<file path="config.mk">
export PLATFORM = sky130hd
export DESIGN_NAME = nihilist_decryptor
export DESIGN_NICKNAME = d
export VERILOG_FILES = /design/src/rtl/nihilist_pkg.sv /design/src/rtl/polybius_unmap.sv /design/src/rtl/nihilist_decryptor.sv
export SDC_FILE = /design/constraint.sdc
export NUM_CORES = 1
export LEC_CHECK = 0
export ABC_AREA = 1
export CAP_MARGIN = 20
export CORE_UTILIZATION = 55
export DETAILED_ROUTE_END_ITERATION = 7
export GPL_TIMING_DRIVEN = 0
export PLACE_DENSITY_LB_ADDON = 0.08
export SLEW_MARGIN = 10
export SYNTH_ARGS = -nofsm -noshare
export SYNTH_HDL_FRONTEND = slang
export SYNTH_SLANG_ARGS = --single-unit
</file>
<file path="constraint.sdc">
create_clock -name clk -period 12.8 [get_ports clk]
set_input_delay 1.92 -clock clk [delete_from_list [all_inputs] [get_ports clk]]
set_output_delay 1.92 -clock clk [all_outputs]
set_load 0.05 [all_outputs]
</file>
<file path="src/rtl/nihilist_pkg.sv">
// Shared constants for the Nihilist (Polybius-square additive) cipher: square, key and code helper.
package nihilist_pkg;

   localparam logic [7:0] INVALID_CHAR = 8'h3F;
   localparam int         KEY_MAX      = 7;

   // Row-major 5x5 square; entry i sits at row i/5+1, column i%5+1.
   localparam logic [7:0] SQUARE [25] = '{
      "R", "A", "E", "S", "B",
      "C", "D", "F", "G", "H",
      "I", "K", "L", "M", "N",
      "O", "P", "Q", "T", "U",
      "V", "W", "X", "Y", "Z"
   };

   localparam logic [7:0] KEY_CHARS [KEY_MAX] = '{"N", "E", "D", "E", "L", "C", "U"};

   function automatic logic [7:0] code_of(input logic [7:0] ch);
      logic [7:0] code;
      code = 8'd0;
      for (int i = 0; i < 25; i++) begin
         if (SQUARE[i] == ch) code = 8'((i / 5 + 1) * 10 + (i % 5) + 1);
      end
      return code;
   endfunction

   localparam logic [7:0] KEY_CODE [KEY_MAX] = '{
      code_of(KEY_CHARS[0]), code_of(KEY_CHARS[1]), code_of(KEY_CHARS[2]),
      code_of(KEY_CHARS[3]), code_of(KEY_CHARS[4]), code_of(KEY_CHARS[5]),
      code_of(KEY_CHARS[6])
   };

endpackage

</file>
<file path="src/rtl/polybius_unmap.sv">
// Combinational map from a key-stripped row/column code back to its square letter.
module polybius_unmap
   import nihilist_pkg::*;
(
   input  logic [8:0] d_i,
   input  logic       underflow_i,
   output logic [7:0] char_o,
   output logic       err_o
);

   logic [8:0] row;
   logic [8:0] col;
   logic [4:0] idx;
   logic       ok;

   always_comb begin
      row    = d_i / 9'd10;
      col    = d_i % 9'd10;
      ok     = !underflow_i && (row >= 9'd1) && (row <= 9'd5) && (col >= 9'd1) && (col <= 9'd5);
      idx    = (5'(row[2:0]) - 5'd1) * 5'd5 + (5'(col[2:0]) - 5'd1);
      char_o = ok ? SQUARE[idx] : INVALID_CHAR;
      err_o  = !ok;
   end

endmodule

</file>
<file path="src/rtl/nihilist_decryptor.sv">
// Two-stage elastic decryptor: stage 1 strips the running key code, stage 2 maps the code to a letter.
module nihilist_decryptor
   import nihilist_pkg::*;
#(
   parameter int MSG_LEN = 16,
   parameter int SEC_LEN = 7
) (
   input  logic        clk,
   input  logic        rst,
   input  logic        in_valid,
   output logic        in_ready,
   input  logic [7:0]  in_data,
   output logic        out_valid,
   input  logic        out_ready,
   output logic [7:0]  out_data,
   output logic        out_err,
   output logic        out_last,
   output logic [15:0] err_cnt
);

   localparam int FW = $clog2(MSG_LEN + 1);

   logic          s1_vld_q, s1_vld_d, s1_uf_q, s1_last_q;
   logic [8:0]    s1_d_q;
   logic          s2_vld_q, s2_vld_d, s2_err_q, s2_last_q;
   logic [7:0]    s2_char_q;
   logic [2:0]    key_idx_q, key_idx_d;
   logic [FW-1:0] frame_q, frame_d;
   logic [15:0]   err_cnt_q, err_cnt_d;

   logic       in_fire, s2_load, out_fire, frame_end;
   logic [7:0] key;
   logic [7:0] unmap_char;
   logic       unmap_err;

   always_comb begin
      s2_load   = s1_vld_q && (!s2_vld_q || out_ready);
      in_ready  = !s1_vld_q || s2_load;
      in_fire   = in_valid && in_ready;
      out_fire  = s2_vld_q && out_ready;
      key       = KEY_CODE[key_idx_q];
      frame_end = (frame_q == FW'(MSG_LEN - 1));

      key_idx_d = key_idx_q;
      frame_d   = frame_q;
      if (in_fire) begin
         if (frame_end) begin
            key_idx_d = 3'd0;
            frame_d   = '0;
         end else begin
            key_idx_d = (key_idx_q == 3'(SEC_LEN - 1)) ? 3'd0 : key_idx_q + 3'd1;
            frame_d   = frame_q + 1'b1;
         end
      end

      // Stage 1 empties only when its byte moves on without a replacement arriving.
      s1_vld_d = in_fire ? 1'b1 : (s2_load ? 1'b0 : s1_vld_q);
      s2_vld_d = s2_load ? 1'b1 : (out_ready ? 1'b0 : s2_vld_q);

      err_cnt_d = err_cnt_q;
      if (out_fire && s2_err_q && (err_cnt_q != 16'hFFFF)) err_cnt_d = err_cnt_q + 16'd1;
   end

   polybius_unmap u_unmap (
      .d_i         (s1_d_q),
      .underflow_i (s1_uf_q),
      .char_o      (unmap_char),
      .err_o       (unmap_err)
   );

   always_ff @(posedge clk or posedge rst) begin
      if (rst) begin
         s1_vld_q  <= 1'b0;
         s1_d_q    <= '0;
         s1_uf_q   <= 1'b0;
         s1_last_q <= 1'b0;
         s2_vld_q  <= 1'b0;
         s2_char_q <= '0;
         s2_err_q  <= 1'b0;
         s2_last_q <= 1'b0;
         key_idx_q <= '0;
         frame_q   <= '0;
         err_cnt_q <= '0;
      end else begin
         s1_vld_q  <= s1_vld_d;
         s2_vld_q  <= s2_vld_d;
         key_idx_q <= key_idx_d;
         frame_q   <= frame_d;
         err_cnt_q <= err_cnt_d;
         if (in_fire) begin
            s1_d_q    <= {1'b0, in_data} - {1'b0, key};
            s1_uf_q   <= (in_data < key);
            s1_last_q <= frame_end;
         end
         if (s2_load) begin
            s2_char_q <= unmap_char;
            s2_err_q  <= unmap_err;
            s2_last_q <= s1_last_q;
         end
      end
   end

   assign out_valid = s2_vld_q;
   assign out_data  = s2_char_q;
   assign out_err   = s2_err_q;
   assign out_last  = s2_last_q;
   assign err_cnt   = err_cnt_q;

endmodule

</file>
run_1/ff_map.png
Drawn at 4 px/um.
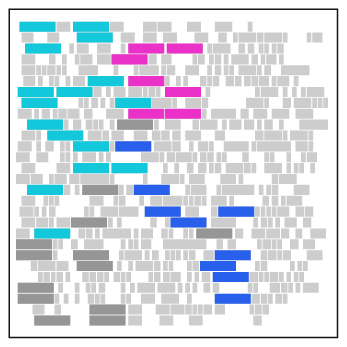
netlist name	colour	placed flops
out_data	magenta	7
err_cnt	cyan	16
s1_d_q	blue	9

run_1/congestion_map.png
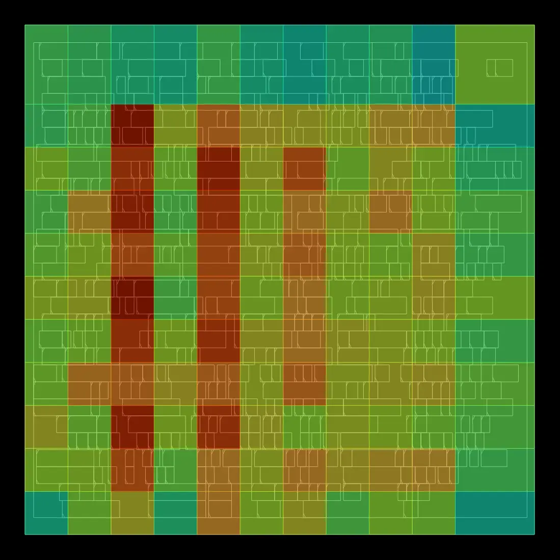
layer with the highest usage after global routing: met2
GRT met3 Usage: 0.0389
overall track demand over capacity in global routing: 0.227

==> summary.txt, run 1 <==
Results of the full flow below.

Outcome:
- The flow ran to the end, and the final reports show no timing, DRC or antenna violations.

Clock tree:
- The run gives the number of buffers inserted by hold repair at cts as 0.
- The run puts the post-CTS repair timing setup buffer count at 0.
- The run puts the total clock sinks at approximately 45.
- The run gives the clock tree from TritonCTS as done.
- The run gives the deepest clock path buffer count as 2.

Place:
- The run puts the placed wire-length estimate at approximately 5.6 mm.
- The run gives the instance count after placement with tap cells included as 562.
- The run gives the pre-CTS setup slack as a little over 7 ns.

Global route:
- The run puts the final global-route overflow total at 0.
- The initial antenna violation count was 0.
- The run puts the first-pass GRT wire length at 11.8 mm.
- The run puts the via count of the first global-routing pass at between 2000 and 3000.

Timing:
- For the final routed database, the setup TNS stands at 0 ns.
- The run puts the post-route clock period utilization at 0.445.
- The run gives the post-route worst hold slack as slightly above 0.5 ns.
- The run puts the top achievable clock speed at 0.176 GHz.
- The worst path meets setup with around 7.1 ns of slack.
- The run gives the clock period minus final worst setup slack as roughly 5.7 ns.
- The run gives the number of pins exceeding their max-slew limit in the final report as 0.
- Setup repair after global routing left no endpoint under its margin.
- The run puts the measured slew at the worst slew-check pin at ~0.58 ns.
- The run puts the number of hold-slack violations in the final timing report at 0.

Floorplanning:
- The run gives the number of ports placed on the die boundary as ~40.
- The run puts the overall die area at roughly 0.0067 mm^2.
- The run gives the core area as 0.00603 mm^2.
- The run gives the number of standard-cell rows in the floorplan as 28.
- The run puts the die boundary width at about 82 um.

Synthesis:
- The run puts the chip area estimate from yosys synthesis at around 0.0035 mm^2.
- The run gives the per-instance average area after synthesis as between 7 and 8 um^2.
- The run gives the cell count after synthesis as 448.
- The run puts the yosys synthesis warning count at 0.
- The run puts the async set or reset register ratio after synthesis at 1.00.
- The run gives the register share after synthesis as 0.322.
- In this run the cell area of the synthesized design comes to about 0.0035 mm^2.

Hold path:
- The type recorded for the worst min-delay path is flip-flop to flip-flop.
- The run gives the cell depth of the worst min-delay path as 1.

Job:
- The run puts the number of violations of the max-capacitance limit at 0.
- The run gives the number of warnings the tools reported as 32.

Worst setup path:
- Looking at the setup timing report, the critical path kind is flip-flop to flip-flop.
- The run gives the signal arrival time at the worst endpoint as between 5 and 6 ns.
- Per STA, the library cell used most along the worst path is nand2_4.
- Measured in cells, the most critical reg-to-reg path has a length of ~41.

Finish:
- The run puts the layout cell share with drive strength beyond 1 at 0.131.
- The run puts the final antenna diode count at 0.
- In the final layout, the multi-input gates occupy a little over 0.002 mm^2.
- The run gives the count of fill cells added during filler insertion as about 550.

Routing:
- The run gives the aggregate routed wire length as 6.91 mm.
- The routed layout has approximately 3000 vias.
- The run gives the remaining routing DRC violations as 0.
- The run gives the length of the first detailed-routing pass in iterations as 4.
run_1/closeup.png
Region (28, 28) to (53, 53) um. Cells in grey, sequential cells in the stronger grey; small squares are vias.
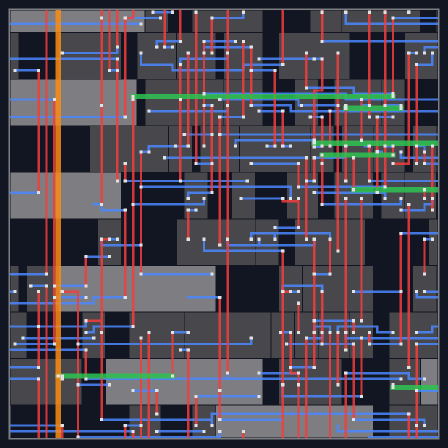
layer	colour
M3	green
M1	blue
M4	orange
M2	red
sequential cells in the window	5
cells with their middle in the window	52
netlist names of flops here include	s1_d_q (4), err_cnt (1)
most frequent	nand2_1 (9), o21ai_0 (5), dfrtp_1 (5)

run_1/sizing.png
Drawn at 6 px/um.
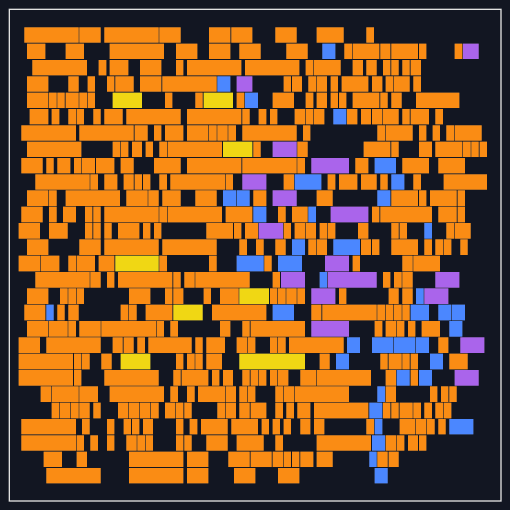
size	colour	cells	share
x2	blue	40	8.1%
x3 and x4	purple	17	3.4%
x1 and smaller	orange	430	87%
x6 and larger	yellow	8	1.6%

-- run 1: area by class of cell --
class | instances | share of cell area
clock buffer | 7 | 0.0210
sequential | 45 | 0.274
timing repair buffer | 39 | 0.0976
inverter | 74 | 0.0677
tap | 75 | 0.0229
multi-input combinational | 325 | 0.504
clock inverter | 1 | 0.00732
buffer | 4 | 0.00549
-- run 1: cell usage after synthesis, types with 5 or more instances --
library cell / count / area [um^2]
o21ai_0: 22 / 110
nand4_1: 9 / 56.3
inv_1: 65 / 244
nand2_4: 10 / 113
a21oi_1: 12 / 60.1
nor3_1: 5 / 25.0
dfrtp_1: 45 / 1130
inv_2: 7 / 26.3
xor2_1: 13 / 114
nand2_1: 89 / 334
xnor2_1: 8 / 70.1
nor2_1: 38 / 143
ha_1: 26 / 325
nand2_2: 17 / 106
nand3_1: 28 / 140
-- run 1: metrics by stage --
step,area [um^2],utilization
floorplan,3490,-
global placement,3970,0.658
detailed placement,3990,0.662
CTS,4100,0.681
global route,4100,0.681
finish,4100,0.681
-- run 1: routing by layer --
layer  part of all wire  vias to the layer above
met4              0.012                        0
met3              0.036                        5
met2               0.48                       39
met5                  0                        -
li1                   -                     1534
met1               0.47                     1374
-- run 1: cell families after synthesis --
kind of cell	count (synthesis)	share of synthesized area
buf+inv	78	0.0860
mux	1	0.00645
fa+ha+maj	29	0.110
simple gates	218	0.323
xor+xnor	22	0.0595
compound gates	54	0.0910
other cells	1	0.00107
flops	45	0.322
-- run 1: worst max-delay path, delay by kind of cell, from the launching register on --
| kind | cells | cell delay [ns] |
|---|---|---|
| adder cells (fa/ha/maj) | 5 | 1.39 |
| AND/OR/NAND/NOR | 24 | 2.32 |
| XOR/XNOR | 2 | 0.39 |
| buffers and inverters | 10 | 1.02 |
| flip-flops | 1 | 0.43 |
-- run 1: path summary, 6_finish.rpt --
check                                       start  slack [ns]                      end
setup / recovery            s1_d_q[8]$_DFFE_PP0P_        7.10  out_data[1]$_DFFE_PP0P_
max in group asynchronous                     rst       10.52  out_data[3]$_DFFE_PP0P_
hold / removal             err_cnt[5]$_DFFE_PP0P_        0.51   err_cnt[5]$_DFFE_PP0P_
hold reg to reg            err_cnt[5]$_DFFE_PP0P_        0.51   err_cnt[5]$_DFFE_PP0P_
min in group asynchronous                     rst        1.84   frame_q[0]$_DFFE_PP0P_
setup reg to reg            s1_d_q[8]$_DFFE_PP0P_        7.10  out_data[1]$_DFFE_PP0P_
-- run 1: sequential cells by signal (all words and copies together), names as in the netlist --
| name | flops |
|---|---|
| s1_uf_q | 1 |
| key_idx_q | 3 |
| err_cnt | 16 |
| out_valid | 1 |
| out_data | 7 |
| s1_d_q | 9 |
| s1_last_q | 1 |
| out_last | 1 |
| s1_vld_q | 1 |
| frame_q | 5 |
==> inputs of run 2 (changes only) <==
==> constraint.sdc (replaced) <==
create_clock -name clk -period 5.4 [get_ports clk]
set_input_delay 0.81 -clock clk [delete_from_list [all_inputs] [get_ports clk]]
set_output_delay 0.81 -clock clk [all_outputs]
set_load 0.05 [all_outputs]
run_2/m2.png
Drawn at 4 px/um.
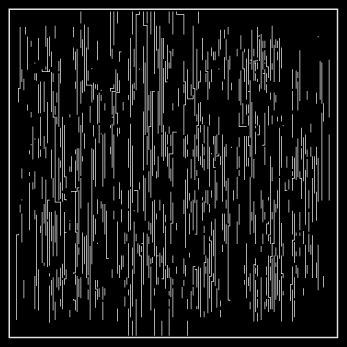
longest straight run	28.9 um
main direction	vertical
nets with wire on the layer	465

==> run 2 against run 1 <==
  * Clock-buffer cell count unchanged
  * Hold slack is essentially flat
  * Clock skew barely moved
  * Cell count grew 2.6%
  * Die area is the same
  * First-iteration DRC count increased by 14%
  * Maximum frequency is 12% higher
  * Sequential share of layout area shrank 2.1 points
  * Global-route usage up 0.43 points
  * Design area up 8.2%
==> summary.txt, run 2 <==
Results of the full flow below.

Clock tree:
- As reported, the later end of the worst-skew pair has a clock insertion delay of between 0.2 and 0.3 ns.
- The run gives the deepest clock path buffer count as 2 (unchanged).
- TritonCTS built the clock tree.
- The run gives the clock-pin slew on the worst setup and hold paths as roughly 0.080 ns.
- The total clock sinks was 45 (unchanged).

Timing:
- The final worst-path setup slack was 0.312 ns (-6.79 ns).
- The run gives the worst slew margin relative to its limit as 0.612.
- The measured slew at the worst slew-check pin is 0.576 ns (unchanged).
- The post-route worst hold slack is 0.507 ns (+0.00000200 ns).
- The number of hold-slack violations in the final timing report is 0 (unchanged).
- The run puts the number of pins exceeding their max-slew limit in the final report at 0 (unchanged).
- The top achievable clock speed was 0.197 GHz (+12%).
- The run gives the clock period minus final worst setup slack as 5.09 ns (-0.610 ns).
- The run puts the post-route clock period utilization at 0.942 (+0.497).

Worst setup path:
- The critical path is of the flip-flop to flip-flop type.
- The worst path buffer plus inverter count was 9 (-1).
- The most numerous cell type found on the critical path is nand2_4.
- The run gives the cell with the largest stage delay on the worst path as fa_2.
- The signal arrival time at the worst endpoint is 5.28 ns (-0.61 ns).
- Per STA, the worst path accumulates the most delay in the family simple AND/OR/NAND/NOR gates.
- The run gives the largest incremental delay on the critical path as 0.58 ns.
- The run puts the required time of the worst setup path at around 5.6 ns.

Finish:
- The run puts the count of fill cells added during filler insertion at 498 (-9.3%).
- The flip-flop count of the largest register after layout is 16 (unchanged).
- The run gives the layout cell share with drive strength beyond 1 as 0.216 (+0.0844).
- The run gives the net count of the finished layout as around 550.
- The area of the multi-input gates came to 0.00228 mm^2 (+10%).
- The run puts the final antenna diode count at 0 (unchanged).

Global route:
- The run gives the largest net degree at the start of global routing as 39.
- The run gives the all-layer global routing usage as 0.231 (+0.00433).
- The run gives the first-pass GRT wire length as 12.0 mm (+1.6%).
- The initial antenna violation count came to 0 (unchanged).
- The run gives the via count of the first global-routing pass as 2823 (+0.64%).
- The run gives the final global-route overflow total as 0 (unchanged).

Place:
- The run puts the pre-CTS setup slack at -0.282 ns (-7.40 ns).
- The placement report lists the number of port buffers as 38.
- The run puts the placed wire-length estimate at 5.56 mm (unchanged).

Floorplanning:
- The number of standard-cell rows in the floorplan is 28 (unchanged).
- The run gives the core area as 0.00603 mm^2 (unchanged).
- The number of ports placed on the die boundary is 40 (unchanged).
- The run puts the die boundary width at 81.7 um (unchanged).
- The run puts the overall die area at 0.00667 mm^2 (unchanged).

Routing:
- The run gives the number of vias per cell as 5.19.
- The length of the first detailed-routing pass in iterations came to 4 (unchanged).
- The total via count in the routed design came to 3035 (+2.8%).
- The run puts the aggregate routed wire length at 7.26 mm (+5.2%).
- The remaining routing DRC violations was 0 (unchanged).
- The run puts the starting DRC count in detailed routing at 96.

Synthesis:
- The run gives the yosys synthesis warning count as 0 (unchanged).
- Looking at the gate-level netlist, the highest instance count belongs to nand2_1.
- The mapped cell area is 0.00349 mm^2 (unchanged).
- The run gives the cell count after synthesis as 448 (unchanged).
- The synthesized design spends more area on one cell type than any other, namely dfrtp_1.
- The register share after synthesis was 0.322 (unchanged).
- The run gives the per-instance average area after synthesis as 7.80 um^2 (unchanged).
- The commonest cells after synthesis are nand2_1 (89), inv_1 (65), dfrtp_1 (45), nor2_1 (38), nand3_1 (28).
- In the post-synthesis netlist, the biggest area contributors are dfrtp_1 (32%), nand2_1 (9.6%), ha_1 (9.3%).
- The async set or reset register ratio after synthesis is 1.00 (unchanged).
- The chip area estimate from yosys synthesis came to 0.00349 mm^2 (unchanged).
- The run puts the top cell type's share of synthesized area at 0.322 (unchanged).
- The run puts the synthesis-stage register bit count at approximately 45.

Job:
- The number of violations of the max-capacitance limit came to 0 (unchanged).
- The run puts the number of warnings the tools reported at 32 (unchanged).

Outcome:
- The flow ran to the end, and the final reports show no timing, DRC or antenna violations.

Hold path:
- The most critical min-delay path falls under flip-flop to flip-flop.
run_2/closeup.png
Region (28, 28) to (53, 53) um. Cells in grey, sequential cells in the stronger grey; small squares are vias.
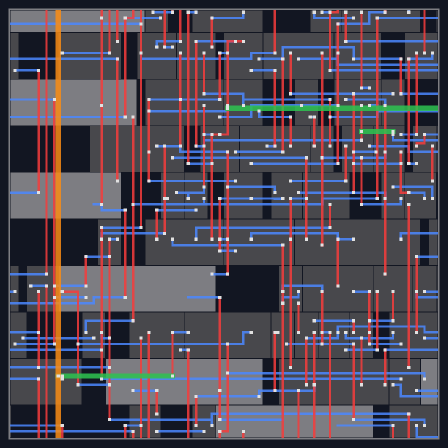
layer	colour
M2	red
M1	blue
M4	orange
M3	green
most frequent	nand2_1 (8)
netlist names of flops here include	s1_d_q (4), err_cnt (1)
sequential cells in the window	5
cells with their middle in the window	54

[run 2: cell counts after synthesis]
Identical to the previous run, type by type.
[run 2: per-layer routing]
layer  up-vias  routed length [um]  track usage
met4         0                  84       0.0649
li1       1565                   -            -
met3         5                 237       0.0389
met1      1427                3350        0.286
met5         -                   0            0
met2        38                3590        0.413
[run 2: logic make-up after synthesis]
group	after synthesis	synth area share
multiplexers	1	0.00645
adder cells (fa/ha/maj)	29	0.110
AND-OR/OR-AND	54	0.0910
other	1	0.00107
AND/OR/NAND/NOR	218	0.323
buffers and inverters	78	0.0860
flip-flops	45	0.322
XOR/XNOR	22	0.0595
[run 2: final timing paths]
check                                             from                 endpoint  slack, ns  cells past startpoint
worst max-delay path             s1_d_q[8]$_DFFE_PP0P_  out_data[1]$_DFFE_PP0P_       0.31                     40
worst min register to register  err_cnt[5]$_DFFE_PP0P_   err_cnt[5]$_DFFE_PP0P_       0.51                      1
min in group asynchronous                          rst   frame_q[0]$_DFFE_PP0P_       0.73                      2
worst max register to register   s1_d_q[8]$_DFFE_PP0P_  out_data[1]$_DFFE_PP0P_       0.31                     40
worst min-delay path            err_cnt[5]$_DFFE_PP0P_   err_cnt[5]$_DFFE_PP0P_       0.51                      1
max in group asynchronous                          rst  out_data[3]$_DFFE_PP0P_       4.23                      3
[run 2: layout make-up]
class	count	area share
Multi-Input combinational cell	325	0.514
Sequential cell	45	0.254
Timing Repair Buffer	54	0.116
Inverter	74	0.0640
Tap cell	75	0.0211
Clock buffer	7	0.0194
Clock inverter	1	0.00676
Buffer	4	0.00507
[run 2: metrics by stage]
step,utilization,setup TNS [ns],cells,cell area [um^2]
2_1_floorplan,-,0,448,3490
3_3_place_gp,0.658,-0.269,561,3970
3_5_place_dp,0.662,-0.716,562,3990
4_1_cts,0.690,0,573,4160
5_1_grt,0.737,-0.178,585,4440
6_report,0.737,0,585,4440
[run 2: what timing repair did]
action	in CTS	in global routing
pin swaps	2	26
setup endpoints to repair	5	5
buffers inserted	3	12
resized	7	39
hold buffers	0	0
[run 2: worst reg2reg max path: cells and delay by family (launching register included)]
kind                     cells  cell delay (ns)
flip-flops                   1             0.43
buffers and inverters        9             0.76
AND/OR/NAND/NOR             25             2.30
adder cells (fa/ha/maj)      5             1.39
XOR/XNOR                     1             0.16
==> inputs of run 3 (changes only) <==
--- a/config.mk
+++ b/config.mk
@@ -6,8 +6,8 @@
 export NUM_CORES = 1
 export LEC_CHECK = 0
 export ABC_AREA = 1
-export CAP_MARGIN = 20
 export CORE_UTILIZATION = 55
+export CTS_CLUSTER_DIAMETER = 120
 export DETAILED_ROUTE_END_ITERATION = 7
 export GPL_TIMING_DRIVEN = 0
 export PLACE_DENSITY_LB_ADDON = 0.08
run_3/ff_map.png
Drawn at 4 px/um.
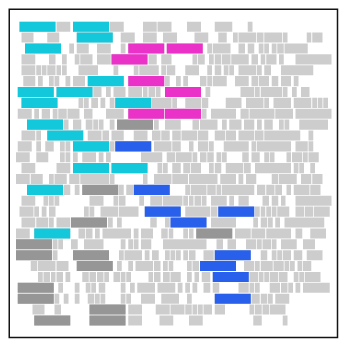
Finished Core Util: 0.737
flip-flop and latch share of the layout cell area: 0.254

==> run 3 against run 2 <==
  * Wire length is the same
  * Critical endpoint unchanged
  * First-iteration DRC count stayed put
  * Cell count unchanged
  * Via count unchanged
  * Critical path depth unchanged
  * Sequential share of layout area stayed put
  * Core utilization is the same
  * Design area unchanged
==> summary.txt, run 3 <==
Results of the full flow below.

Timing:
- The run puts the worst slew margin relative to its limit at 0.612 (unchanged).
- The run puts the final worst-path setup slack at 0.312 ns (unchanged).
- The run gives the top achievable clock speed as 0.197 GHz (unchanged).
- The run puts the number of pins exceeding their max-slew limit in the final report at 0 (unchanged).
- The setup TNS after final layout was 0 ns (unchanged).
- The number of hold-slack violations in the final timing report came to 0 (unchanged).
- The clock period minus final worst setup slack was 5.09 ns (unchanged).
- The measured slew at the worst slew-check pin came to 0.576 ns (unchanged).
- The post-route clock period utilization was 0.942 (unchanged).
- On the final layout, the worst clock skew is 0.00537 ns.

Routing:
- The run gives the aggregate routed wire length as 7.26 mm (unchanged).
- In this run the remaining antenna-violating nets after routing total 0.
- The run puts the total via count in the routed design at 3035 (unchanged).
- The run gives the length of the first detailed-routing pass in iterations as 4 (unchanged).
- The run gives the number of vias per cell as 5.19 (unchanged).
- The starting DRC count in detailed routing was 96 (unchanged).
- The run puts the remaining routing DRC violations at 0 (unchanged).

Worst setup path:
- The run gives the signal arrival time at the worst endpoint as 5.28 ns (about the same).
- The run gives the largest driver fanout on the critical path as 5.
- The run puts the largest incremental delay on the critical path at 0.58 ns (about the same).
- STA classifies the critical path endpoint as a flip-flop.
- The timing report shows that the slowest cell on the worst path is fa_2.
- The run puts the required time of the worst setup path at 5.59 ns (about the same).
- The critical path in this run is classified as flip-flop to flip-flop.
- The run gives the cell repeated most along the worst path as nand2_4.

Synthesis:
- The run gives the top cell type's share of synthesized area as 0.322 (unchanged).
- The run puts the register share after synthesis at 0.322 (unchanged).
- The run gives the multiplexer fraction of the synthesized cell area as 0.00645 (unchanged).
- The run puts the post-synthesis compound-gate area fraction at 0.0910 (unchanged).
- By area, the combinational part of the netlist is dominated by simple AND/OR/NAND/NOR gates.
- The run gives the synthesis-stage register bit count as 45 (unchanged).
- The run puts the mapped cell area at 0.00349 mm^2 (unchanged).
- The run gives the area fraction in xor and xnor cells as 0.0595 (unchanged).
- The chip area estimate from yosys synthesis came to 0.00349 mm^2 (unchanged).
- The cell count after synthesis was 448 (unchanged).
- By count the netlist is led by nand2_1 (89), inv_1 (65), dfrtp_1 (45), nor2_1 (38), nand3_1 (28).
- The per-instance average area after synthesis is 7.80 um^2 (unchanged).
- The run puts the simple-gate portion of the synthesized area at 0.323 (unchanged).
- The main area contributors are dfrtp_1 (32%), nand2_1 (9.6%), ha_1 (9.3%).
- The synthesis report names the predominant flop master as dfrtp_1.
- The synth_stat.txt file lists the number of cells as ~450.
- Per the synthesis report, the number of distinct cell types is 45.
- The run puts the yosys synthesis warning count at 0 (unchanged).
- The run gives the leading cell type by number of instances after synthesis as nand2_1.
- The run puts the async set or reset register ratio after synthesis at 1.00 (unchanged).
- Counting flops with a built-in enable in the synthesized netlist gives 0.
- The arithmetic-cell share of the synthesized area counting full adders, half adders and majority gates was 0.110 (unchanged).
- The run puts the synthesized netlist net count at a little under 500.
- Looking at area per cell type in the netlist, the leader is dfrtp_1.

Global route:
- The run gives the initial antenna violation count as 0 (unchanged).
- The run gives the largest net degree at the start of global routing as 39 (unchanged).
- The run puts the final global-route overflow total at 0 (unchanged).
- The first-pass GRT wire length came to 12.0 mm (unchanged).
- The run gives the via count of the first global-routing pass as 2823 (unchanged).

Finish:
- The run gives the layout cell share with drive strength beyond 1 as 0.216 (unchanged).
- The area growth from synthesis to layout is 27.1%.
- The run gives the count of fill cells added during filler insertion as 498 (unchanged).
- The run puts the non-filler instance count after layout at 585 (unchanged).
- The top cell type in the final layout, fill and taps aside, is nand2_1.
- The run gives the flip-flop count of the largest register after layout as 16 (unchanged).
- The area of the multi-input gates was 0.00228 mm^2 (unchanged).
- The run puts the net count of the finished layout at 550 (unchanged).
- The run gives the register area as 0.00113 mm^2.
- Per the cell usage report, the commonest logic cells after layout are nand2_1 (82), inv_1 (59), dfrtp_1 (45).
- The run puts the final antenna diode count at 0 (unchanged).

Clock tree:
- The run gives the H-tree depth as 2.
- TritonCTS built the clock tree.
- The deepest clock path buffer count was 2 (unchanged).
- The run puts the clock-pin slew on the worst setup and hold paths at 0.08 ns (about the same).
- The run gives the cell at the root of the clock tree as clkbuf_8.
- The run puts the total clock sinks at 45 (unchanged).
- The clock latency reported for the late side of the worst-skew pair came to 0.29 ns (about the same).

Place:
- The run gives the placed wire-length estimate as 5.56 mm (unchanged).
- The pre-CTS setup slack came to -0.282 ns (unchanged).
- RePlAce ended its routability-driven mode at a weighted congestion of about 0.85.
- The run gives the number of port buffers as 38 (unchanged).
- The run puts the instance count after placement with tap cells included at 562 (unchanged).

Floorplanning:
- The run gives the number of ports placed on the die boundary as 40 (unchanged).
- The run gives the number of standard-cell rows in the floorplan as 28 (unchanged).
- The core area is 0.00603 mm^2 (unchanged).
- The run puts the die boundary width at 81.7 um (unchanged).
- The initial utilization of the core area, before any placement, comes to 0.580.
- The overall die area is 0.00667 mm^2 (unchanged).

Outcome:
- The run finished with clean final reports.

Job:
- The number of violations of the max-capacitance limit is 0 (unchanged).
- The number of warnings the tools reported is 32 (unchanged).

Hold path:
- The min-delay analysis places its worst path in the category flip-flop to flip-flop.
run_3/congestion_map.png
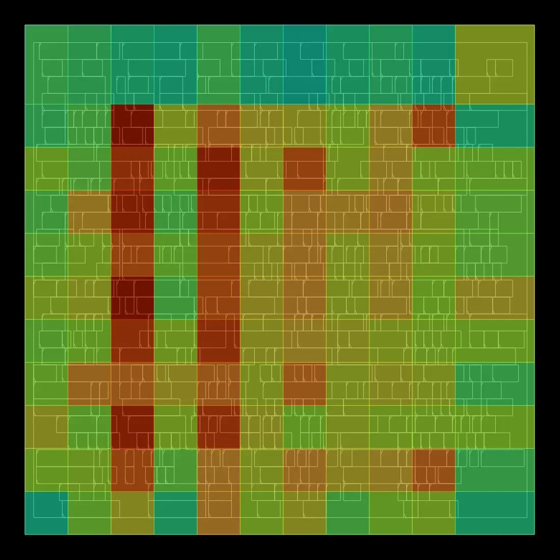
final routed wire length divided by cell count: 12.4 um
overall track demand over capacity in global routing: 0.231
GRT met1 Usage: 0.286
GR Layer Usage met2: 0.413

==> run 3: cell counts after synthesis <==
No cell type changed its count.
==> run 3: repair_timing <==
action,in CTS,in global routing
resized,7,39
hold buffers,0,0
pin swaps,2,26
buffers inserted,3,12
endpoints found under the setup margin,5,5
==> run 3: area by class of cell <==
cell class                 count  share of cell area
inverter                      74              0.0640
multi-input combinational    325               0.514
clock buffer                   7              0.0194
buffer                         4             0.00507
sequential                    45               0.254
clock inverter                 1             0.00676
timing repair buffer          54               0.116
tap                           75              0.0211
==> run 3: worst paths after layout <==
| path | startpoint | end | slack [ns] | depth (start not counted) |
|---|---|---|---|---|
| worst min-delay path | err_cnt[5]$_DFFE_PP0P_ | err_cnt[5]$_DFFE_PP0P_ | 0.51 | 1 |
| worst min register to register | err_cnt[5]$_DFFE_PP0P_ | err_cnt[5]$_DFFE_PP0P_ | 0.51 | 1 |
| min in group asynchronous | rst | frame_q[0]$_DFFE_PP0P_ | 0.73 | 2 |
| max in group asynchronous | rst | out_data[3]$_DFFE_PP0P_ | 4.23 | 3 |
| worst max register to register | s1_d_q[8]$_DFFE_PP0P_ | out_data[1]$_DFFE_PP0P_ | 0.31 | 40 |
| worst max-delay path | s1_d_q[8]$_DFFE_PP0P_ | out_data[1]$_DFFE_PP0P_ | 0.31 | 40 |
==> run 3: metrics by stage <==
stage | area, um^2 | hold slack, ns
floorplan | 3490 | 0.463
global placement | 3970 | 0.473
detailed placement | 3990 | 0.480
CTS | 4160 | 0.510
global route | 4440 | 0.532
finish | 4440 | 0.507
==> run 3: worst max-delay path, delay by kind of cell, from the launching register on <==
family	cells	cell delay (ns)
AND/OR/NAND/NOR	25	2.30
flip-flops	1	0.43
XOR/XNOR	1	0.16
adder cells (fa/ha/maj)	5	1.39
buffers and inverters	9	0.76
==> run 3: logic make-up after synthesis <==
family          Yosys count
compound gates           54
xor+xnor                 22
fa+ha+maj                29
buf+inv                  78
flops                    45
mux                       1
other cells               1
simple gates            218
==> run 3: routing by layer <==
layer,vias to the layer above,GRT usage,routed length (um)
li1,1565,-,-
met4,0,0.0649,84
met2,38,0.413,3590
met3,5,0.0389,237
met1,1427,0.286,3350
met5,-,0,0
